File: src/rtl/spike_pkg.sv
// Step-type codes, phase encoding and the phase-to-step mapping shared by the
// spike sequencer and its per-group FSMs.
package spike_pkg;

  localparam logic [2:0] STEP_FREE  = 3'd0;
  localparam logic [2:0] STEP_REGU  = 3'd1;
  localparam logic [2:0] STEP_GATE  = 3'd2;
  localparam logic [2:0] STEP_DEATH = 3'd3;
  localparam logic [2:0] STEP_WALL  = 3'd4;
  localparam logic [2:0] STEP_SPIKE = 3'd5;

  typedef enum logic [1:0] {
    PH_HIDDEN = 2'd0,
    PH_WARN   = 2'd1,
    PH_ACTIVE = 2'd2
  } phase_e;

  // Step drawn for a SPIKE tile given its group's phase and blink state.
  function automatic logic [2:0] spike_step(phase_e ph, logic blink_on);
    logic [2:0] step;
    step = STEP_FREE;
    case (ph)
      PH_WARN:   step = blink_on ? STEP_SPIKE : STEP_FREE;
      PH_ACTIVE: step = STEP_SPIKE;
      default:   step = STEP_FREE;
    endcase
    return step;
  endfunction

endpackage

File: src/rtl/spike_group_fsm.sv
// One column-parity group: HIDDEN -> WARN -> ACTIVE cycle timed in frames,
// with a blink phase for the warning and a one-cycle change pulse.
//
// state     | meaning
// PH_HIDDEN | spikes retracted, drawn as FREE
// PH_WARN   | spikes blinking, harmless
// PH_ACTIVE | spikes extended and lethal
module spike_group_fsm
  import spike_pkg::*;
#(
  parameter int unsigned HIDDEN_FRAMES = 90,
  parameter int unsigned WARN_FRAMES   = 32,
  parameter int unsigned ACTIVE_FRAMES = 60,
  parameter int unsigned BLINK_LOG2    = 2,
  parameter phase_e      RESET_PHASE   = PH_HIDDEN
) (
  input  logic       clk,
  input  logic       resetN,
  input  logic       adv,
  output logic [1:0] phase,
  output logic       blink_on,
  output logic       changed
);

  phase_e     state_q, state_d;
  logic [7:0] cnt_q, cnt_d;
  logic [7:0] last_cnt;
  logic       changed_q, changed_d;

  always_ff @(posedge clk or negedge resetN) begin
    if (!resetN) begin
      state_q   <= RESET_PHASE;
      cnt_q     <= '0;
      changed_q <= 1'b0;
    end else begin
      state_q   <= state_d;
      cnt_q     <= cnt_d;
      changed_q <= changed_d;
    end
  end

  always_comb begin
    state_d   = state_q;
    cnt_d     = cnt_q;
    changed_d = 1'b0;
    case (state_q)
      PH_WARN:   last_cnt = 8'(WARN_FRAMES - 1);
      PH_ACTIVE: last_cnt = 8'(ACTIVE_FRAMES - 1);
      default:   last_cnt = 8'(HIDDEN_FRAMES - 1);
    endcase
    if (adv) begin
      if (cnt_q == last_cnt) begin
        cnt_d     = '0;
        changed_d = 1'b1;
        case (state_q)
          PH_HIDDEN: state_d = PH_WARN;
          PH_WARN:   state_d = PH_ACTIVE;
          default:   state_d = PH_HIDDEN;
        endcase
      end else begin
        cnt_d = cnt_q + 8'd1;
      end
    end
  end

  assign phase    = state_q;
  // Low counter values start the warning visible.
  assign blink_on = ~cnt_q[BLINK_LOG2];
  assign changed  = changed_q;

endmodule

File: src/rtl/spike_sequencer.sv
// Rewrites SPIKE tile step types per pixel from two out-of-phase group FSMs
// and qualifies player/spike collisions into one death pulse per frame.
module spike_sequencer
  import spike_pkg::*;
#(
  parameter int unsigned HIDDEN_FRAMES = 90,
  parameter int unsigned WARN_FRAMES   = 32,
  parameter int unsigned ACTIVE_FRAMES = 60,
  parameter int unsigned BLINK_LOG2    = 2,
  parameter int unsigned NUM_OF_COLS   = 10
) (
  input  logic       clk,
  input  logic       resetN,
  input  logic       startOfFrame,
  input  logic       enable,
  input  logic [2:0] tile_type_in,
  input  logic [3:0] tile_col,
  input  logic       collision,
  input  logic [3:0] collision_col,
  output logic [2:0] step_type_out,
  output logic [3:0] group_phase,
  output logic       phase_change,
  output logic       death_pulse
);

  localparam logic [4:0] NUM_COLS = 5'(NUM_OF_COLS);

  logic       adv;
  logic [1:0] phase0, phase1;
  logic       blink0, blink1;
  logic       changed0, changed1;
  logic [1:0] tile_phase, hit_phase;
  logic       tile_blink;
  logic [2:0] step_q, step_d;
  logic       death_q, death_d;
  logic       sent_q, sent_d;

  assign adv = startOfFrame & enable;

  spike_group_fsm #(
    .HIDDEN_FRAMES(HIDDEN_FRAMES), .WARN_FRAMES(WARN_FRAMES),
    .ACTIVE_FRAMES(ACTIVE_FRAMES), .BLINK_LOG2(BLINK_LOG2),
    .RESET_PHASE(PH_HIDDEN)
  ) u_group0 (
    .clk(clk), .resetN(resetN), .adv(adv),
    .phase(phase0), .blink_on(blink0), .changed(changed0)
  );

  spike_group_fsm #(
    .HIDDEN_FRAMES(HIDDEN_FRAMES), .WARN_FRAMES(WARN_FRAMES),
    .ACTIVE_FRAMES(ACTIVE_FRAMES), .BLINK_LOG2(BLINK_LOG2),
    .RESET_PHASE(PH_ACTIVE)
  ) u_group1 (
    .clk(clk), .resetN(resetN), .adv(adv),
    .phase(phase1), .blink_on(blink1), .changed(changed1)
  );

  always_comb begin
    tile_phase = tile_col[0] ? phase1 : phase0;
    tile_blink = tile_col[0] ? blink1 : blink0;
    hit_phase  = collision_col[0] ? phase1 : phase0;

    step_d = tile_type_in;
    if ({1'b0, tile_col} >= NUM_COLS) begin
      step_d = STEP_FREE;
    end else if (tile_type_in == STEP_SPIKE) begin
      step_d = spike_step(phase_e'(tile_phase), tile_blink);
    end

    // A hit on the frame boundary sees the old phase and a cleared flag.
    death_d = collision & enable & ({1'b0, collision_col} < NUM_COLS) &
              (hit_phase == PH_ACTIVE) & (~sent_q | startOfFrame);

    sent_d = sent_q;
    if (startOfFrame) sent_d = 1'b0;
    if (death_d)      sent_d = 1'b1;
  end

  always_ff @(posedge clk or negedge resetN) begin
    if (!resetN) begin
      step_q  <= STEP_FREE;
      death_q <= 1'b0;
      sent_q  <= 1'b0;
    end else begin
      step_q  <= step_d;
      death_q <= death_d;
      sent_q  <= sent_d;
    end
  end

  assign step_type_out = step_q;
  assign group_phase   = {phase1, phase0};
  assign phase_change  = changed0 | changed1;
  assign death_pulse   = death_q;

endmodule

File: config.mk
export PLATFORM = sky130hd
export DESIGN_NAME = spike_sequencer
export DESIGN_NICKNAME = d
export VERILOG_FILES = /design/src/rtl/spike_pkg.sv /design/src/rtl/spike_group_fsm.sv /design/src/rtl/spike_sequencer.sv
export SDC_FILE = /design/constraint.sdc
export NUM_CORES = 1
export LEC_CHECK = 0
export ABC_AREA = 1
export CORE_MARGIN = 2
export CORE_UTILIZATION = 45
export CTS_CLUSTER_SIZE = 30
export DETAILED_ROUTE_END_ITERATION = 10
export GPL_ROUTABILITY_DRIVEN = 0
export PLACE_DENSITY_LB_ADDON = 0.15
export SLEW_MARGIN = 15
export SYNTH_ARGS = -nofsm -noshare
export SYNTH_HDL_FRONTEND = slang
export SYNTH_HIERARCHICAL = 1
export SYNTH_SLANG_ARGS = --single-unit
File: constraint.sdc
create_clock -name clk -period 3.4 [get_ports clk]
set_input_delay 0.85 -clock clk [delete_from_list [all_inputs] [get_ports clk]]
set_output_delay 0.85 -clock clk [all_outputs]
set_load 0.01 [all_outputs]
==> images/io_fan.png <==
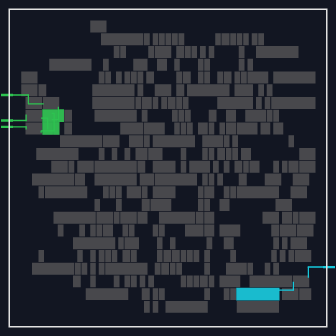
Key: cyan = death_pulse [bits 1, direction output, end cells 1, buffers 1, wire 10.1 um]; green = tile_type_in [bits 3, direction input, end cells 4, buffers 3, wire 31.4 um]
I/O Pins: 25
number of buffer cells added on primary ports: 24

==> images/flops_by_reg.png <==
Scale bar: 20 um. Other sequential cells in the stronger gray, the rest of the logic in the fainter gray.
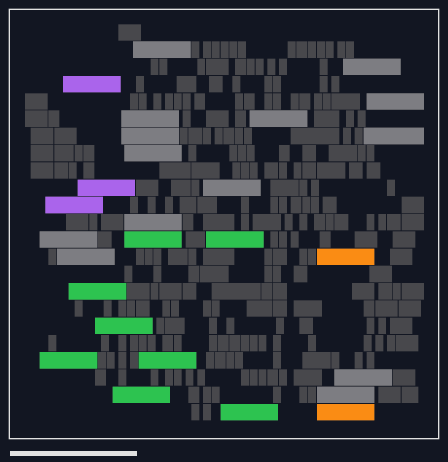
Key: orange = u_group0/phase [placed flops 2]; green = u_group0/cnt_q [placed flops 8]; purple = step_type_out [placed flops 3]
register area: 677 sq um
seq pwr: 0.514 mW
utilization of the core after routing: 54.8%

==> results.ini <==
[run_status]
status=completed

[logic_synthesis]
synth.cells.most_frequent=sky130_fd_sc_hd__nand2_1, sky130_fd_sc_hd__inv_1, sky130_fd_sc_hd__dfrtp_1
synth_nets=279
ff_type=sky130_fd_sc_hd__dfrtp_1
yosys.cell_types.count=26
synth.yosys.chip_area_sq_mm=0.00181
synth_largest_type_area_fraction_pct=35.9
yosys_warnings=6
synthDominantAreaCellType=sky130_fd_sc_hd__dfrtp_1
netlist_instances=253
yosys_register_bits=27
number_of_synthesized_flops_with_an_enable_pin=0
async_reset_ff_share_pct=100

[global_route]
antenna_violations_before_repair=0
grt_most_used_layer=met2
global_route.usage.met2_pct=28.5
grt_remaining_overflow=0
number_of_global_route_vias_before_repair=1469
grt_pass1_wl_um=6280
pin_count_of_the_biggest_net_entering_global_routing=28
globalRouteTotalUtil_pct=18.1

[clock_tree]
cts_max_level=1
post_cts.resized_instances=0
numCtsBuffers=3
clk-insertion-delay-late_ps=270
clk_root_buffer_cell=sky130_fd_sc_hd__clkbuf_8
cts_num_sinks=27
cts.repair_timing.setup_buffer_count=0

[cells_and_area]
nonClkBufAreaFrac_pct=11.8
design.final.nets=308
multiInputGateArea_sq_um=898
area.share.combinational_pct=41.6
area_growth_pct=19.2
insertedDiodeCount=0
stdcell_count=331
layout_buffer_count_excluding_clock_buffers=26
n_all_inverters=59
seq_share_pct=31.3
dominant_logic_cell_types_in_the_final_layout=sky130_fd_sc_hd__nand2_1, sky130_fd_sc_hd__inv_1, sky130_fd_sc_hd__dfrtp_1

[timing]
max_slew.worst_pin.slew_ps=455
period_needed_ps=2260
maxSlewViolCount=0
relSlewSlack_pct=69.6
report.final.setup_viol=0
timing.clock.skew_ps=6.35
hold_viol_final=0

[route]
detail_route.iter0.violations=73
antenna_left=0

[run]
cap_violations=0

[critical_path]
worstPathRequired_ps=2550
worst_setup_path_end_kind=primary output
worstReg2RegStart=u_group1/phase[1]$_DFFE_PN1P_
critical_path_peak_fanout=1
worst_path_arrival_ps=1410
timing.critical_path.from_type=register

[die]
die-width_um=67.5
rows=23
floorplan.die.height_um=67.5
floorplan.die_area_sq_mm=0.00455

[power]
vdd.ir_drop.worst_mv=0.236
power.static_leakage_nw=1.14

[placement]
detailedPlacementHpwl_um=2580

[min_path]
worstHoldStart=u_group1/phase[1]$_DFFE_PN1P_
min_path_type=reg -> reg

==> images/wires.png <==
Scale bar: 20 um.
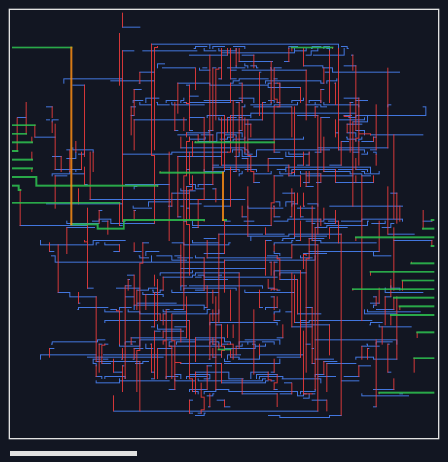
Key: red = metal 2 [wire length 1430 um]; blue = metal 1 [wire length 1750 um]; orange = metal 4 [wire length 35.4 um]; green = metal 3 [wire length 198 um]
total wirelength of the detailed-routed design: 3410 um
routed length per instance: 10.3 um

-- stage by stage --
stage	total power, mW	util [%]	worst slack, ps	instance area (sq um)	hold slack, ps
floorplan	0.804	-	1640	1810	497
global placement	0.903	53.6	918	2110	497
detailed placement	0.911	53.6	900	2110	503
CTS	1.10	54.8	1130	2160	518
global route	1.20	54.8	1020	2160	572
finish	1.08	54.8	1140	2160	518
-- path summary, 6_finish.rpt --
path | to | slack [ps] | depth (start not counted)
max in group asynchronous | u_group1/phase[1]$_DFFE_PN1P_ | 2140 | 2
min in group asynchronous | u_group0/cnt_q[5]$_DFFE_PN0P_ | 940 | 2
min | u_group1/phase[1]$_DFFE_PN1P_ | 520 | 2
max | phase_change | 1140 | 2
max reg2reg | u_group1/cnt_q[1]$_DFFE_PN0P_ | 1610 | 9
min reg2reg | u_group1/phase[1]$_DFFE_PN1P_ | 520 | 2
-- power by group --
| group | internal (mW) | leakage, nW | switching (mW) |
|---|---|---|---|
| sequential | 0.399 | 0.321 | 0.114 |
| combinational | 0.156 | 0.800 | 0.231 |
| clock | 0.0839 | 0.0228 | 0.0983 |
| total | 0.639 | 1.14 | 0.444 |
-- kinds of logic after synthesis --
| kind of cell | Yosys count | synth area share [%] |
|---|---|---|
| simple gates | 140 | 37.2 |
| buf+inv | 61 | 13.1 |
| flops | 27 | 37.4 |
| fa+ha+maj | 10 | 6.91 |
| compound gates | 9 | 2.56 |
| xor+xnor | 6 | 2.90 |
-- worst max-delay path, stage by stage, from the launching register on --
cell and delay (ps):
sky130_fd_sc_hd__dfrtp_1 370, sky130_fd_sc_hd__or2_2 280, sky130_fd_sc_hd__clkdlybuf4s50_1 490
-- routing by layer --
metal	wire length (um)	part of all wire, %
met3	198	5.8
met1	1750	51
met4	35	1.0
met5	0	0
met2	1430	42
Power is estimated from default activity; no workload was simulated.
